## src/rtl/ooo_pkg.sv

```systemverilog
// Shared types and constants for the out-of-order core's reorder buffer slice.
package ooo_pkg;

  localparam int unsigned DATA_W     = 16;
  localparam int unsigned REG_W      = 4;
  localparam int unsigned ROB_DEPTH  = 16;
  localparam int unsigned RETIRE_W   = 3;
  localparam int unsigned COMPLETE_W = 2;
  localparam int unsigned ROB_TAG_W  = $clog2(ROB_DEPTH);

  typedef logic [ROB_TAG_W-1:0] rob_tag_t;

  typedef struct packed {
    logic              valid;
    logic              done;
    logic              writes_reg;
    logic [REG_W-1:0]  dest;
    logic [DATA_W-1:0] value;
  } rob_entry_t;

endpackage

```

## src/rtl/rob_retire_select.sv

```systemverilog
// Picks the contiguous run of valid+done entries starting at head, capped at the
// retire width; the first not-ready entry blocks everything younger.
module rob_retire_select import ooo_pkg::*; #(
  parameter int unsigned DEPTH = ROB_DEPTH,
  parameter int unsigned SEL_W = RETIRE_W
) (
  input  logic [$clog2(DEPTH)-1:0]   head,
  input  logic [DEPTH-1:0]           valid,
  input  logic [DEPTH-1:0]           done,
  output logic [$clog2(SEL_W+1)-1:0] retire_cnt,
  output logic [$clog2(DEPTH)-1:0]   retire_idx [0:SEL_W-1]
);

  localparam int unsigned TAG_W = $clog2(DEPTH);
  localparam int unsigned CNT_W = $clog2(SEL_W + 1);

  logic blocked;

  always_comb begin
    retire_cnt = '0;
    blocked    = 1'b0;
    for (int unsigned j = 0; j < SEL_W; j++) begin
      retire_idx[j] = head + TAG_W'(j);
      if (!blocked && valid[retire_idx[j]] && done[retire_idx[j]])
        retire_cnt = retire_cnt + CNT_W'(1);
      else
        blocked = 1'b1;
    end
  end

endmodule

```

## src/rtl/reorder_buffer.sv

```systemverilog
// In-order retirement queue: one dispatch per cycle, two writeback ports, up to
// three registered retirements per cycle. Optional flush port under ROB_FLUSH_EN.
module reorder_buffer import ooo_pkg::*; #(
  parameter int unsigned DEPTH  = ooo_pkg::ROB_DEPTH,
  parameter int unsigned DATA_W = ooo_pkg::DATA_W,
  parameter int unsigned REG_W  = ooo_pkg::REG_W
) (
  input  logic                     clk,
  input  logic                     rst_n,
`ifdef ROB_FLUSH_EN
  input  logic                     flush,
`endif
  input  logic                     alloc_valid,
  input  logic [REG_W-1:0]         alloc_dest,
  input  logic                     alloc_writes_reg,
  output logic                     alloc_ready,
  output logic [$clog2(DEPTH)-1:0] alloc_tag,
  input  logic                     complete_valid [0:COMPLETE_W-1],
  input  logic [$clog2(DEPTH)-1:0] complete_tag   [0:COMPLETE_W-1],
  input  logic [DATA_W-1:0]        complete_value [0:COMPLETE_W-1],
  output logic                     retirement_write_data_enable [0:RETIRE_W-1],
  output logic [DATA_W-1:0]        retirement_write_data        [0:RETIRE_W-1],
  output logic [REG_W-1:0]         retirement_target_reg        [0:RETIRE_W-1],
  output logic                     empty
);

  localparam int unsigned TAG_W = $clog2(DEPTH);
  localparam int unsigned CNT_W = TAG_W + 1;
  localparam int unsigned SEL_W = $clog2(RETIRE_W + 1);

  logic [TAG_W-1:0]  head_q, tail_q;
  logic [CNT_W-1:0]  count_q;
  logic [DEPTH-1:0]  valid_q, done_q;
  logic [DEPTH-1:0]  wr_q;
  logic [REG_W-1:0]  dest_q  [DEPTH];
  logic [DATA_W-1:0] value_q [DEPTH];

  logic              flush_i;
  logic              alloc_fire;
  logic [SEL_W-1:0]  retire_cnt;
  logic [TAG_W-1:0]  retire_idx [0:RETIRE_W-1];
  logic [RETIRE_W-1:0] ret_mask;

`ifdef ROB_FLUSH_EN
  assign flush_i = flush;
`else
  assign flush_i = 1'b0;
`endif

  assign alloc_ready = (count_q != CNT_W'(DEPTH));
  assign alloc_tag   = tail_q;
  assign empty       = (count_q == '0);
  assign alloc_fire  = alloc_valid && alloc_ready;

  rob_retire_select #(
    .DEPTH (DEPTH),
    .SEL_W (RETIRE_W)
  ) u_retire_select (
    .head       (head_q),
    .valid      (valid_q),
    .done       (done_q),
    .retire_cnt (retire_cnt),
    .retire_idx (retire_idx)
  );

  always_comb begin
    ret_mask = '0;
    for (int unsigned j = 0; j < RETIRE_W; j++)
      ret_mask[j] = (32'(retire_cnt) > j);
  end

  // Later assignments win: port 1 over port 0, retirement over completion.
  always_ff @(posedge clk or negedge rst_n) begin
    if (!rst_n) begin
      head_q  <= '0;
      tail_q  <= '0;
      count_q <= '0;
      valid_q <= '0;
      done_q  <= '0;
      for (int unsigned j = 0; j < RETIRE_W; j++) begin
        retirement_write_data_enable[j] <= 1'b0;
        retirement_write_data[j]        <= '0;
        retirement_target_reg[j]        <= '0;
      end
    end else if (flush_i) begin
      head_q  <= '0;
      tail_q  <= '0;
      count_q <= '0;
      valid_q <= '0;
      done_q  <= '0;
      for (int unsigned j = 0; j < RETIRE_W; j++)
        retirement_write_data_enable[j] <= 1'b0;
    end else begin
      for (int unsigned p = 0; p < COMPLETE_W; p++)
        if (complete_valid[p] && valid_q[complete_tag[p]])
          done_q[complete_tag[p]] <= 1'b1;
      for (int unsigned j = 0; j < RETIRE_W; j++) begin
        retirement_write_data_enable[j] <= ret_mask[j] && wr_q[retire_idx[j]];
        if (ret_mask[j] && wr_q[retire_idx[j]]) begin
          retirement_write_data[j] <= value_q[retire_idx[j]];
          retirement_target_reg[j] <= dest_q[retire_idx[j]];
        end
        if (ret_mask[j]) begin
          valid_q[retire_idx[j]] <= 1'b0;
          done_q[retire_idx[j]]  <= 1'b0;
        end
      end
      if (alloc_fire) begin
        valid_q[tail_q] <= 1'b1;
        done_q[tail_q]  <= 1'b0;
        tail_q          <= tail_q + TAG_W'(1);
      end
      head_q  <= head_q + TAG_W'(retire_cnt);
      count_q <= count_q + CNT_W'(alloc_fire) - CNT_W'(retire_cnt);
    end
  end

  // Payload needs no reset: it is only read behind a set valid bit.
  always_ff @(posedge clk) begin
    for (int unsigned p = 0; p < COMPLETE_W; p++)
      if (complete_valid[p] && valid_q[complete_tag[p]])
        value_q[complete_tag[p]] <= complete_value[p];
    if (alloc_fire) begin
      dest_q[tail_q] <= alloc_dest;
      wr_q[tail_q]   <= alloc_writes_reg;
    end
  end

endmodule

```

## config.mk

```make
export PLATFORM = sky130hd
export DESIGN_NAME = reorder_buffer
export DESIGN_NICKNAME = d
export VERILOG_FILES = /design/src/rtl/ooo_pkg.sv /design/src/rtl/rob_retire_select.sv /design/src/rtl/reorder_buffer.sv
export SDC_FILE = /design/constraint.sdc
export NUM_CORES = 1
export LEC_CHECK = 0
export CAP_MARGIN = 25
export CORE_MARGIN = 5
export CORE_UTILIZATION = 50
export DETAILED_ROUTE_END_ITERATION = 10
export PLACE_DENSITY = 0.73
export SLEW_MARGIN = 20
export SYNTH_ARGS = -nofsm -noshare
export SYNTH_HDL_FRONTEND = slang
export SYNTH_SLANG_ARGS = --single-unit
export TNS_END_PERCENT = 1
```

## constraint.sdc

```tcl
create_clock -name clk -period 7.4 [get_ports clk]
set_input_delay 1.48 -clock clk [delete_from_list [all_inputs] [get_ports clk]]
set_output_delay 1.48 -clock clk [all_outputs]
set_load 0.02 [all_outputs]
```

==> images/clock_map.png <==
Drawn at 2 px/um.
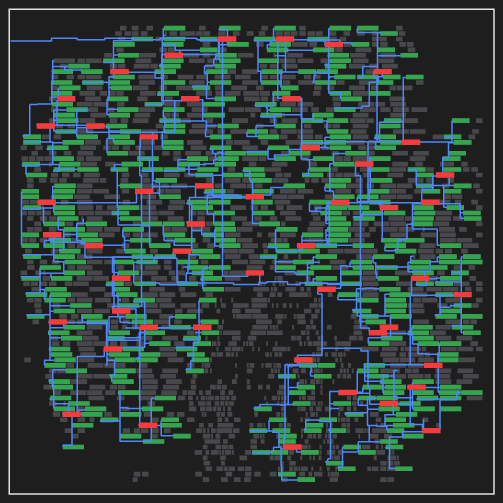
- red: cells driving clock nets (count 49)
- blue: clock wires (length 5840 um)
- green: flip-flops (count 444)
- routed clock nets: 50
- flops lie: spread over the die

==> impl_metrics.json <==
{
  "path_clk_slew_ns": 0.06,
  "buffer_area_share_pct": 5.03,
  "core_area_mm2": 0.0529,
  "pre_cts_ws_ns": 1.71,
  "worst-path-buf-inv": 2,
  "leakage_nw": 10.2,
  "ctsHoldBuffers": 0,
  "synth_cell_types": 61,
  "path_depth": 16,
  "wirelength_um": 82400,
  "synth-xor-area-share_pct": 0.522,
  "placedCellCount": 2298,
  "hold_end": "retirement_target_reg[3]",
  "p_per_area_mw_per_mm2": 424,
  "p_seq_mw": 3.53,
  "status": "completed",
  "switching_power_mw": 4.91,
  "crit_path_start": "head_q[1]",
  "rows": 84,
  "grt_pass1_wl_um": 121000,
  "top_layer_used": "met5",
  "p_clk_mw": 2.39,
  "top_area_share_pct": 37.6,
  "ys.flops": 444,
  "initial_utilization_pct": 50.7,
  "cp_slowest_cell": "dfrtp_4",
  "mux_share_pct": 41.7
}
==> images/pins.png <==
Drawn at 1 px/um. Pins as bars across the die edge, other pins in gray.
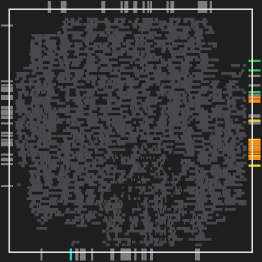
- green: retirement_write_data_enable (pins 3; direction output; edge right)
- yellow: alloc_dest (pins 4; direction input; edge right)
- cyan: rst_n (pins 1; direction input; edge bottom)
- orange: retirement_target_reg (pins 12; direction output; edge right)
- all pins by edge: 31 bottom, 31 top, 29 right, 28 left
Die Width: 242 um
Die Height: 242 um
number of buffers added on ports: 118

